===== config.mk =====
export PLATFORM = sky130hd
export DESIGN_NAME = seq_pattern_tx_flat
export DESIGN_NICKNAME = d
export VERILOG_FILES = /design/src/rtl/seq_pattern_tx_pkg.sv /design/src/rtl/seq_pattern_tx_if.sv /design/src/rtl/seq_pattern_tx_shreg.sv /design/src/rtl/seq_pattern_tx.sv /design/src/flat_wrapper.sv
export SDC_FILE = /design/constraint.sdc
export NUM_CORES = 1
export LEC_CHECK = 0
export ABC_CLOCK_PERIOD_IN_PS = 2200
export CAP_MARGIN = 10
export CORE_ASPECT_RATIO = 0.9
export CORE_MARGIN = 2
export CORE_UTILIZATION = 48
export CTS_CLUSTER_SIZE = 24
export DETAILED_ROUTE_END_ITERATION = 16
export PLACE_DENSITY_LB_ADDON = 0.1
export REMOVE_ABC_BUFFERS = 1
export SETUP_SLACK_MARGIN = 0.02
export SYNTH_ARGS = -nofsm -noshare
export SYNTH_HDL_FRONTEND = slang
export SYNTH_HIERARCHICAL = 1
export SYNTH_SLANG_ARGS = --single-unit

===== constraint.sdc =====
create_clock -name clk -period 2.2 [get_ports clk]
set_input_delay 0.44 -clock clk [delete_from_list [all_inputs] [get_ports clk]]
set_output_delay 0.44 -clock clk [all_outputs]
set_load 0.005 [all_outputs]

===== src/rtl/seq_pattern_tx_pkg.sv =====
// Shared types and constants for the serial pattern transmitter.
// Parity framing is selected by SEQ_PATTERN_TX_PARITY_EN (see seq_pattern_tx.sv).
package seq_pattern_tx_pkg;

    // 3-bit encoding kept aligned with the 1011 detector's state register
    typedef enum logic [2:0] {
        IDLE   = 3'd0,
        SHIFT  = 3'd1,
        PARITY = 3'd2,
        GAP    = 3'd3
    } state_e;

    localparam logic [3:0] PAT_1011 = 4'b1011;

endpackage


===== src/rtl/seq_pattern_tx_if.sv =====
// Start handshake and serial stream bundle for seq_pattern_tx.
// The slave modport is the transmitter, the master modport its user.
interface seq_pattern_tx_if #(
    parameter int unsigned PAT_W = 4,
    parameter int unsigned CNT_W = 8,
    parameter int unsigned GAP_W = 4
) ();
    logic             start_valid;
    logic             start_ready;
    logic [PAT_W-1:0] pattern;
    logic [CNT_W-1:0] repeat_cnt;
    logic [GAP_W-1:0] gap_len;
    logic             out_bit;
    logic             out_valid;
    logic             busy;
    logic             done;
    logic [CNT_W-1:0] frames_sent;

    modport master (
        output start_valid, pattern, repeat_cnt, gap_len,
        input  start_ready, out_bit, out_valid, busy, done, frames_sent
    );

    modport slave (
        input  start_valid, pattern, repeat_cnt, gap_len,
        output start_ready, out_bit, out_valid, busy, done, frames_sent
    );
endinterface


===== src/rtl/seq_pattern_tx_shreg.sv =====
// Loadable MSB-first shift register with a last-bit flag.
// Holds only the bits after the one currently on the line; the caller emits the MSB on load.
module seq_pattern_tx_shreg
    import seq_pattern_tx_pkg::*;
#(
    parameter int unsigned PAT_W = 4
) (
    input  logic             clk,
    input  logic             reset,
    input  logic             load,
    input  logic             shift,
    input  logic [PAT_W-2:0] data_in,
    output logic             next_bit,
    output logic             last_bit
);
    localparam int unsigned IDX_W = $clog2(PAT_W);

    logic [PAT_W-2:0] sr_q, sr_d;
    logic [IDX_W-1:0] idx_q, idx_d;

    always_comb begin
        sr_d  = sr_q;
        idx_d = idx_q;
        if (load) begin
            sr_d  = data_in;
            idx_d = '0;
        end else if (shift) begin
            sr_d  = sr_q << 1;
            idx_d = idx_q + IDX_W'(1);
        end
    end

    always_ff @(posedge clk) begin
        if (reset) begin
            sr_q  <= '0;
            idx_q <= '0;
        end else begin
            sr_q  <= sr_d;
            idx_q <= idx_d;
        end
    end

    assign next_bit = sr_q[PAT_W-2];
    assign last_bit = (idx_q == IDX_W'(PAT_W - 1));

endmodule


===== src/rtl/seq_pattern_tx.sv =====
// Serial pattern transmitter: repeats a latched pattern MSB-first with optional idle gaps.
// Define SEQ_PATTERN_TX_PARITY_EN to append an even-parity bit to every frame.
module seq_pattern_tx
    import seq_pattern_tx_pkg::*;
#(
    parameter int unsigned PAT_W = 4,
    parameter int unsigned CNT_W = 8,
    parameter int unsigned GAP_W = 4
) (
    input  logic             clk,
    input  logic             reset,
    seq_pattern_tx_if.slave  bus
);
    state_e           state_q, state_d;
    logic [PAT_W-1:0] pat_q, pat_d;
    logic [CNT_W-1:0] rep_q, rep_d;
    logic [GAP_W-1:0] gap_len_q, gap_len_d;
    logic [GAP_W-1:0] gap_cnt_q, gap_cnt_d;
    logic [CNT_W-1:0] frames_q, frames_d;
    logic             out_bit_q, out_bit_d;
    logic             out_valid_q, out_valid_d;
    logic             done_q, done_d;

    logic             sr_load, sr_shift, frame_end;
    logic             next_bit, last_bit;
    logic [PAT_W-1:0] ld_data;

    // In IDLE the register loads straight from the port; later frames reload the latched copy
    assign ld_data = (state_q == IDLE) ? bus.pattern : pat_q;

    seq_pattern_tx_shreg #(
        .PAT_W (PAT_W)
    ) u_shreg (
        .clk      (clk),
        .reset    (reset),
        .load     (sr_load),
        .shift    (sr_shift),
        .data_in  (ld_data[PAT_W-2:0]),
        .next_bit (next_bit),
        .last_bit (last_bit)
    );

    always_comb begin
        state_d     = state_q;
        pat_d       = pat_q;
        rep_d       = rep_q;
        gap_len_d   = gap_len_q;
        gap_cnt_d   = gap_cnt_q;
        frames_d    = frames_q;
        out_bit_d   = 1'b0;
        out_valid_d = 1'b0;
        done_d      = 1'b0;
        sr_load     = 1'b0;
        sr_shift    = 1'b0;
        frame_end   = 1'b0;

        case (state_q)
            IDLE: begin
                if (bus.start_valid) begin
                    pat_d     = bus.pattern;
                    rep_d     = bus.repeat_cnt;
                    gap_len_d = bus.gap_len;
                    frames_d  = '0;
                    if (bus.repeat_cnt == '0) begin
                        done_d = 1'b1;
                    end else begin
                        state_d     = SHIFT;
                        sr_load     = 1'b1;
                        out_bit_d   = bus.pattern[PAT_W-1];
                        out_valid_d = 1'b1;
                    end
                end
            end
            SHIFT: begin
                if (!last_bit) begin
                    sr_shift    = 1'b1;
                    out_bit_d   = next_bit;
                    out_valid_d = 1'b1;
                end else begin
`ifdef SEQ_PATTERN_TX_PARITY_EN
                    state_d     = PARITY;
                    out_bit_d   = ^pat_q;
                    out_valid_d = 1'b1;
`else
                    frame_end   = 1'b1;
`endif
                end
            end
`ifdef SEQ_PATTERN_TX_PARITY_EN
            PARITY: begin
                frame_end = 1'b1;
            end
`endif
            GAP: begin
                out_valid_d = 1'b1;
                if (gap_cnt_q == GAP_W'(1)) begin
                    state_d   = SHIFT;
                    sr_load   = 1'b1;
                    out_bit_d = pat_q[PAT_W-1];
                end else begin
                    gap_cnt_d = gap_cnt_q - GAP_W'(1);
                end
            end
            default: begin
                state_d = IDLE;
            end
        endcase

        // Shared frame-completion path for the LSB cycle and the parity cycle
        if (frame_end) begin
            frames_d = frames_q + CNT_W'(1);
            if (frames_d == rep_q) begin
                state_d = IDLE;
                done_d  = 1'b1;
            end else if (gap_len_q == '0) begin
                state_d     = SHIFT;
                sr_load     = 1'b1;
                out_bit_d   = pat_q[PAT_W-1];
                out_valid_d = 1'b1;
            end else begin
                state_d     = GAP;
                gap_cnt_d   = gap_len_q;
                out_valid_d = 1'b1;
            end
        end
    end

    always_ff @(posedge clk) begin
        if (reset) begin
            state_q     <= IDLE;
            pat_q       <= '0;
            rep_q       <= '0;
            gap_len_q   <= '0;
            gap_cnt_q   <= '0;
            frames_q    <= '0;
            out_bit_q   <= 1'b0;
            out_valid_q <= 1'b0;
            done_q      <= 1'b0;
        end else begin
            state_q     <= state_d;
            pat_q       <= pat_d;
            rep_q       <= rep_d;
            gap_len_q   <= gap_len_d;
            gap_cnt_q   <= gap_cnt_d;
            frames_q    <= frames_d;
            out_bit_q   <= out_bit_d;
            out_valid_q <= out_valid_d;
            done_q      <= done_d;
        end
    end

    assign bus.start_ready = (state_q == IDLE);
    assign bus.busy        = (state_q != IDLE);
    assign bus.out_bit     = out_bit_q;
    assign bus.out_valid   = out_valid_q;
    assign bus.done        = done_q;
    assign bus.frames_sent = frames_q;

endmodule


===== src/flat_wrapper.sv =====
// flat-port wrapper written by rule: the top's interface ports become plain ports
module seq_pattern_tx_flat import seq_pattern_tx_pkg::*;
#(
    parameter int unsigned PAT_W = 4,
    parameter int unsigned CNT_W = 8,
    parameter int unsigned GAP_W = 4
)
  (clk, reset, bus_start_valid, bus_pattern, bus_repeat_cnt, bus_gap_len, bus_start_ready, bus_out_bit, bus_out_valid, bus_busy, bus_done, bus_frames_sent);
  seq_pattern_tx_if #(.PAT_W(PAT_W), .CNT_W(CNT_W), .GAP_W(GAP_W)) bus_i ();
  input  logic clk;
  input  logic reset;
  input wire logic [$bits(bus_i.start_valid)-1:0] bus_start_valid;
  input wire logic [$bits(bus_i.pattern)-1:0] bus_pattern;
  input wire logic [$bits(bus_i.repeat_cnt)-1:0] bus_repeat_cnt;
  input wire logic [$bits(bus_i.gap_len)-1:0] bus_gap_len;
  output wire logic [$bits(bus_i.start_ready)-1:0] bus_start_ready;
  output wire logic [$bits(bus_i.out_bit)-1:0] bus_out_bit;
  output wire logic [$bits(bus_i.out_valid)-1:0] bus_out_valid;
  output wire logic [$bits(bus_i.busy)-1:0] bus_busy;
  output wire logic [$bits(bus_i.done)-1:0] bus_done;
  output wire logic [$bits(bus_i.frames_sent)-1:0] bus_frames_sent;
  assign bus_i.start_valid = bus_start_valid;
  assign bus_i.pattern = bus_pattern;
  assign bus_i.repeat_cnt = bus_repeat_cnt;
  assign bus_i.gap_len = bus_gap_len;
  assign bus_start_ready = bus_i.start_ready;
  assign bus_out_bit = bus_i.out_bit;
  assign bus_out_valid = bus_i.out_valid;
  assign bus_busy = bus_i.busy;
  assign bus_done = bus_i.done;
  assign bus_frames_sent = bus_i.frames_sent;
  seq_pattern_tx #(.PAT_W(PAT_W), .CNT_W(CNT_W), .GAP_W(GAP_W)) u_core (.clk(clk), .reset(reset), .bus(bus_i));
endmodule

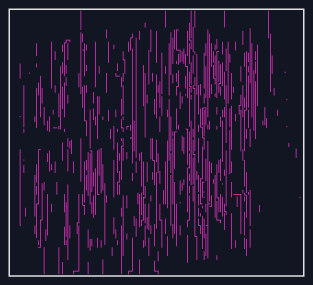
Run 1: signal wires on met2
Drawn at 4 px/um.
- share of all routed wire: 45%
- longest straight run: 29.9 um
GR Util met2: 29.8%
Detailed Route WL: 5120 um
vias: 1969

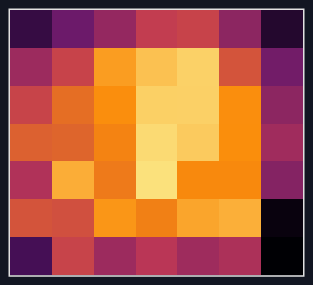
Run 1: cell density map
Drawn at 4 px/um. 7 x 7 tiles, from black (low) to pale yellow (high), 0 to 100% covered.
- tiles over 75% full: 31%
- fullest tile: 93%
- nearly empty tiles: 2.0%
- mean over tiles: 57%
FP Util: 50.5%
Core Util, Final: 69.6%
core area: 4100 um^2

==> CHANGELOG.md, run 1 <==
### Metrics

- Hold path cells: 2
- Clk buf depth: 2
- Hold_buf cts: 0
- CTS Root Cell: clkbuf_8
- Top power group: registers
- Final setup margin: 54.2 ps
- Hold Crit Start: u_core/pat_q[0]
- Crit Path Class: register to register
- # IOs: 32
- Crit path buffers/inverters: 4
- First DRT Iteration DRCs: between 200 and 250
- Most frequent logic cell in the layout: nand2_1
- P&R area growth vs syn: 37.7%
- Log Warnings: 30
- Dpl cells: between 300 and 400
- CTS sink cnt: 38
- Yosys stat area: 2070 um^2
- Die width: 73.3 um
- Max VDD drop: 0.615 mV
- Asr flop ratio synth: 0%
- Worst path slowest cell: dfxtp_4
- Synth Instances: 254
- Total track usage: 21.4%
- Vias/cell: 5.47
- Largest fanout on the critical path: 5
- Ys Warns: 6
- Pre-antenna DRT Iters: 4
- Post-synth EDFFs: 0
- Flop2flop setup slack: ~54 ps
- Global-route wire length before repair: 8120 um
- FF+latch count, synth: 38
- Synth Area per Inst: 8.16 um^2
- Status: completed
- Final worst path period share: 97.5%
- P_int: 0.00127 W
- Num CTS Buffers: 5
- GPL Wtd Cong: 0.845
- Final HPWL DP: about 3500 um
- Switching Share: 30.1%
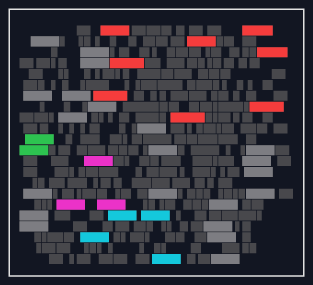
Run 1: sequential cells coloured by netlist name
Drawn at 4 px/um. Other sequential cells in the stronger grey, the rest of the logic in the fainter grey.
- magenta: `u_core/u_shreg/sr_q` (flops 3)
- green: `u_core/u_shreg/idx_q` (flops 2)
- red: `u_core/bus.frames_sent` (flops 8)
- cyan: `u_core/gap_len_q` (flops 4; where bottom centre)
Register Area: 778 um^2
seq pwr: 0.000789 W
sequential portion of the cell area: 27.3%

-- run 1: final cells by class --
cell class	count	area [um^2]	area share, %
inverters	8	30.0	1.05
multi-input cells	193	1310	45.7
clock buffers	7	86.3	3.02
well taps	48	60.1	2.10
flip-flops and latches	38	778	27.3
repair buffers	65	589	20.6
clock inverters	1	5.00	0.175
-- run 1: state kept, by name (all words and copies together) (netlist names) --
register	count
u_core/bus.frames_sent	8
u_core/rep_q	8
u_core/gap_cnt_q	4
u_core/gap_len_q	4
u_core/pat_q	4
u_core/u_shreg/sr_q	3
u_core/state_q	2
u_core/u_shreg/idx_q	2
u_core/bus.done	1
u_core/bus.out_bit	1
u_core/bus.out_valid	1
-- run 1: metal layers --
layer / up-vias / GRT usage (%) / wire length, um
li1: 1003 / - / -
met1: 924 / 32.8 / 2620
met2: 40 / 29.8 / 2290
met3: 2 / 5.03 / 183
met4: 0 / 4.40 / 33
met5: - / 0 / 0
-- run 1: cells by family (layout without fill, tap and decap cells) --
logic type	Yosys count	after routing	share of synthesized area (%)
mux	7	7	3.62
flops	38	38	36.7
buf+inv	23	81	6.64
fa+ha+maj	8	8	4.83
xor+xnor	10	10	4.23
compound gates	65	65	19.6
simple gates	103	103	24.4
-- run 1: how the worst max path moves through the flow --
stage | to | slack [ps] | cells past startpoint
finish | u_core/gap_cnt_q[2] | 50 | 10
global route | u_core/u_shreg/sr_q[2] | -50 | 10
CTS | u_core/u_shreg/sr_q[1] | 50 | 10
detailed placement | u_core/u_shreg/sr_q[0] | -100 | 8
global placement | u_core/u_shreg/sr_q[0] | -40 | 8
floorplan | u_core/u_shreg/sr_q[1] | -180 | 9
-- run 1: repair_timing --
action | 4_1_cts | 5_1_grt
setup endpoints to repair | 5 | 5
pin swaps | 5 | 13
buffers inserted | 0 | 7
gates resized | 7 | 32
Run 1, PDN straps and rails:
Drawn at 4 px/um. Pins as bars on the die edge.
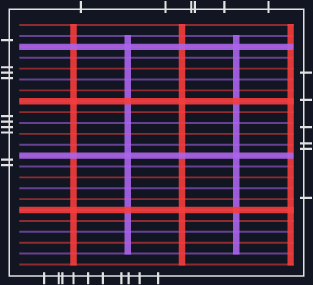

==> run 2: changes to the inputs <==
Settings changed: CORE_UTILIZATION 48 to 45, CTS_CLUSTER_SIZE 24 to not set.
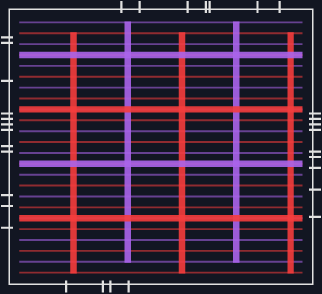
Run 2: PDN straps and rails
Drawn at 4 px/um. Pins as bars on the die edge.
- red: VSS
- purple: VDD
- signal pins: 32
- met1 rails: 24
die width: 75.5 um
core area: 4430 um^2
Max VDD drop: 0.381 mV
die height: 68.4 um

==> run 2 against run 1 <==
Compared with the run above: sequential share of layout area increased by 1.0 points; setup slack about the same; count of clock-buffer cells in the layout unchanged; die size increased by 6.3%; synthesized cell count unchanged; cell count increased by 1.4%; hold slack improved by 3.5 ps; sequential power increased by 0.5%; via count decreased by 2.5%; clock skew decreased by 0.60 ps; clock power about the same; synthesized area unchanged.
==> CHANGELOG.md, run 2 <==
### Metrics

- Status: completed
- Dpl cell area: 2540 um^2
- Final HPWL DP: 3620 um
- # IOs: 32
- Sequential portion of the cell area: roughly 28%
- Vias/cell: 5.26
- Final Hold Violation Tally: 0
- Levels on crit path: 9
- Most frequent logic cell in the layout: nand2_1
- GPL Wtd Cong: around 0.8
- Global-route wire length before repair: 8120 um
- Final worst path period share: 97.5%
- Number of max-cap violations: 0
- Worst Path Required: 2430 ps
- Critical-path cell list: ha_4, and2_4, a211o_1, a31o_1, o2111a_2, buf_4, buf_4, or3_4, a21oi_2
- Asr flop ratio synth: 0%
- Critical path's largest stage delay: 380 ps
- Type of origin of the critical path: register
- Comb_multi_in: 193
- Hold Crit Start: u_core/pat_q[1]
- Log Warnings: 30
- Hold_buf cts: 0
- Worst path slowest cell: or3_4
- Final nets: 329
- Yosys top cell by area: dfxtp_1
- Crit path DAT: 2370 ps
- Core Util, Final: about three fifths
- Dominant flop cell: dfxtp_1
- Die ar.: 5160 um^2
- Port Buffers: 31
- Hold path cells: 2
- Synth Instances: around 250
- Fmax: 466 MHz
- Cell Pwr Density: 659 nW/um^2
- FP Util: between 40% and 50%
- Top cells by count, synth: nand2_1 (44), dfxtp_1 (38), a21oi_1 (32), nor2_1 (16)
- Fillers: 434
- Dpl cells: ~360
- Cell family with most CP delay: AND-OR/OR-AND gates
- Nonclk buf count: 56
- Crit path buffers/inverters: 2
- Yosys stat area: 2070 um^2
- Fin cells: 365
- Crit Path Class: register to register
- Total track usage: a little over a fifth
- Num sequential: 38
- Inverters: 8
- Synth Area per Inst: slightly above 8 um^2
- Tapcells: ~62
- First DRT Iteration DRCs: 76
- CTS tree: yes
- # setup viols final: 0
- FF+latch count, synth: 38
- Pre-antenna DRT Iters: 4
- Gate Area: approximately 1200 um^2
- Area leader share: 36.7%
- Post-synth EDFFs: 0
- Largest fanout on the critical path: 6
- Leading cell kind: logic gates
- Layout cells sized above 1: 18.2%
- Comb area share: 45.4%
- CLK BUF: 7
- Final Cell Area: 2710 um^2
- Non-clock buffer share: between 10% and 20%
- CTS sink cnt: 38
- Detailed Route WL: 5010 um
- Routed wire length per instance: between 10 and 15 um
- Most used cell, CP: buf_4
- Path type of the worst min-delay path: register to register
- Max Slew Vio Count: 0
- Ant diodes: 0
- Clk pin slew, worst setup/hold paths: 70 ps
- P&R area growth vs syn: 30.7%
- Row cnt: 23
- Num CTS Buffers: 5
- Clk buf depth: 2
- Ys Warns: 6
- Layout clock area frac: 3.37%
- Register Area: about 770 um^2
- CTS Root Cell: clkbuf_8
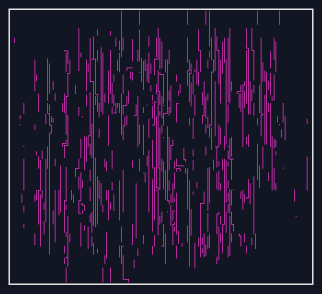
Run 2: signal wires on met2
Drawn at 4 px/um.
- share of all routed wire: 43%
- longest straight run: 36.0 um
GR Util met2: 32.1%
vias: 1920

==> run 2: cell counts after synthesis <==
Identical to the previous run, type by type.
==> run 2: stage by stage <==
stage / hold WS (ps) / setup TNS (ps) / total power (W) / setup slack, ps
after floorplan: 428 / -618 / 0.00109 / -181
after detailed placement: 447 / -633 / 0.00128 / -145
after global routing: 488 / -90.4 / 0.00189 / -64.7
after CTS: 458 / 0 / 0.00179 / 28.4
after global placement: 440 / -235 / 0.00127 / -105
final: 458 / 0 / 0.00179 / 54.4
==> run 2: metal layers <==
layer / up-vias / track usage, % / routed length [um]
li1: 989 / - / -
met1: 876 / 30.1 / 2570
met2: 48 / 32.1 / 2130
met3: 7 / 4.42 / 255
met4: 0 / 5.92 / 51
met5: - / 0 / 0
==> run 2: timing repair <==
action | in CTS | in global routing
pin swaps | 3 | 5
endpoints found under the setup margin | 5 | 2
endpoints found under the hold margin | 0 | 0
buffers inserted | 1 | 1
resized | 6 | 9
==> run 2: final timing paths <==
check | endpoint | slack (ps)
max | u_core/state_q[1] | 50
min reg2reg | u_core/pat_q[1] | 460
min | u_core/pat_q[1] | 460
max reg2reg | u_core/state_q[1] | 50
==> run 2: logic make-up (layout without fill, tap and decap cells) <==
| family | count (synthesis) | after routing | synth area share, % |
|---|---|---|---|
| buffers and inverters | 23 | 72 | 6.64 |
| flip-flops | 38 | 38 | 36.7 |
| AND/OR/NAND/NOR | 103 | 103 | 24.4 |
| adder cells (fa/ha/maj) | 8 | 8 | 4.83 |
| AND-OR/OR-AND | 65 | 65 | 19.6 |
| XOR/XNOR | 10 | 10 | 4.23 |
| multiplexers | 7 | 7 | 3.62 |
==> run 2: where the power goes <==
part | switching, W | internal, W
Sequential | 0.0000428 | 0.000751
Clock | 0.000241 | 0.000253
Combinational | 0.000249 | 0.000250
Total | 0.000533 | 0.00125
Power and IR drop assume default switching activity.
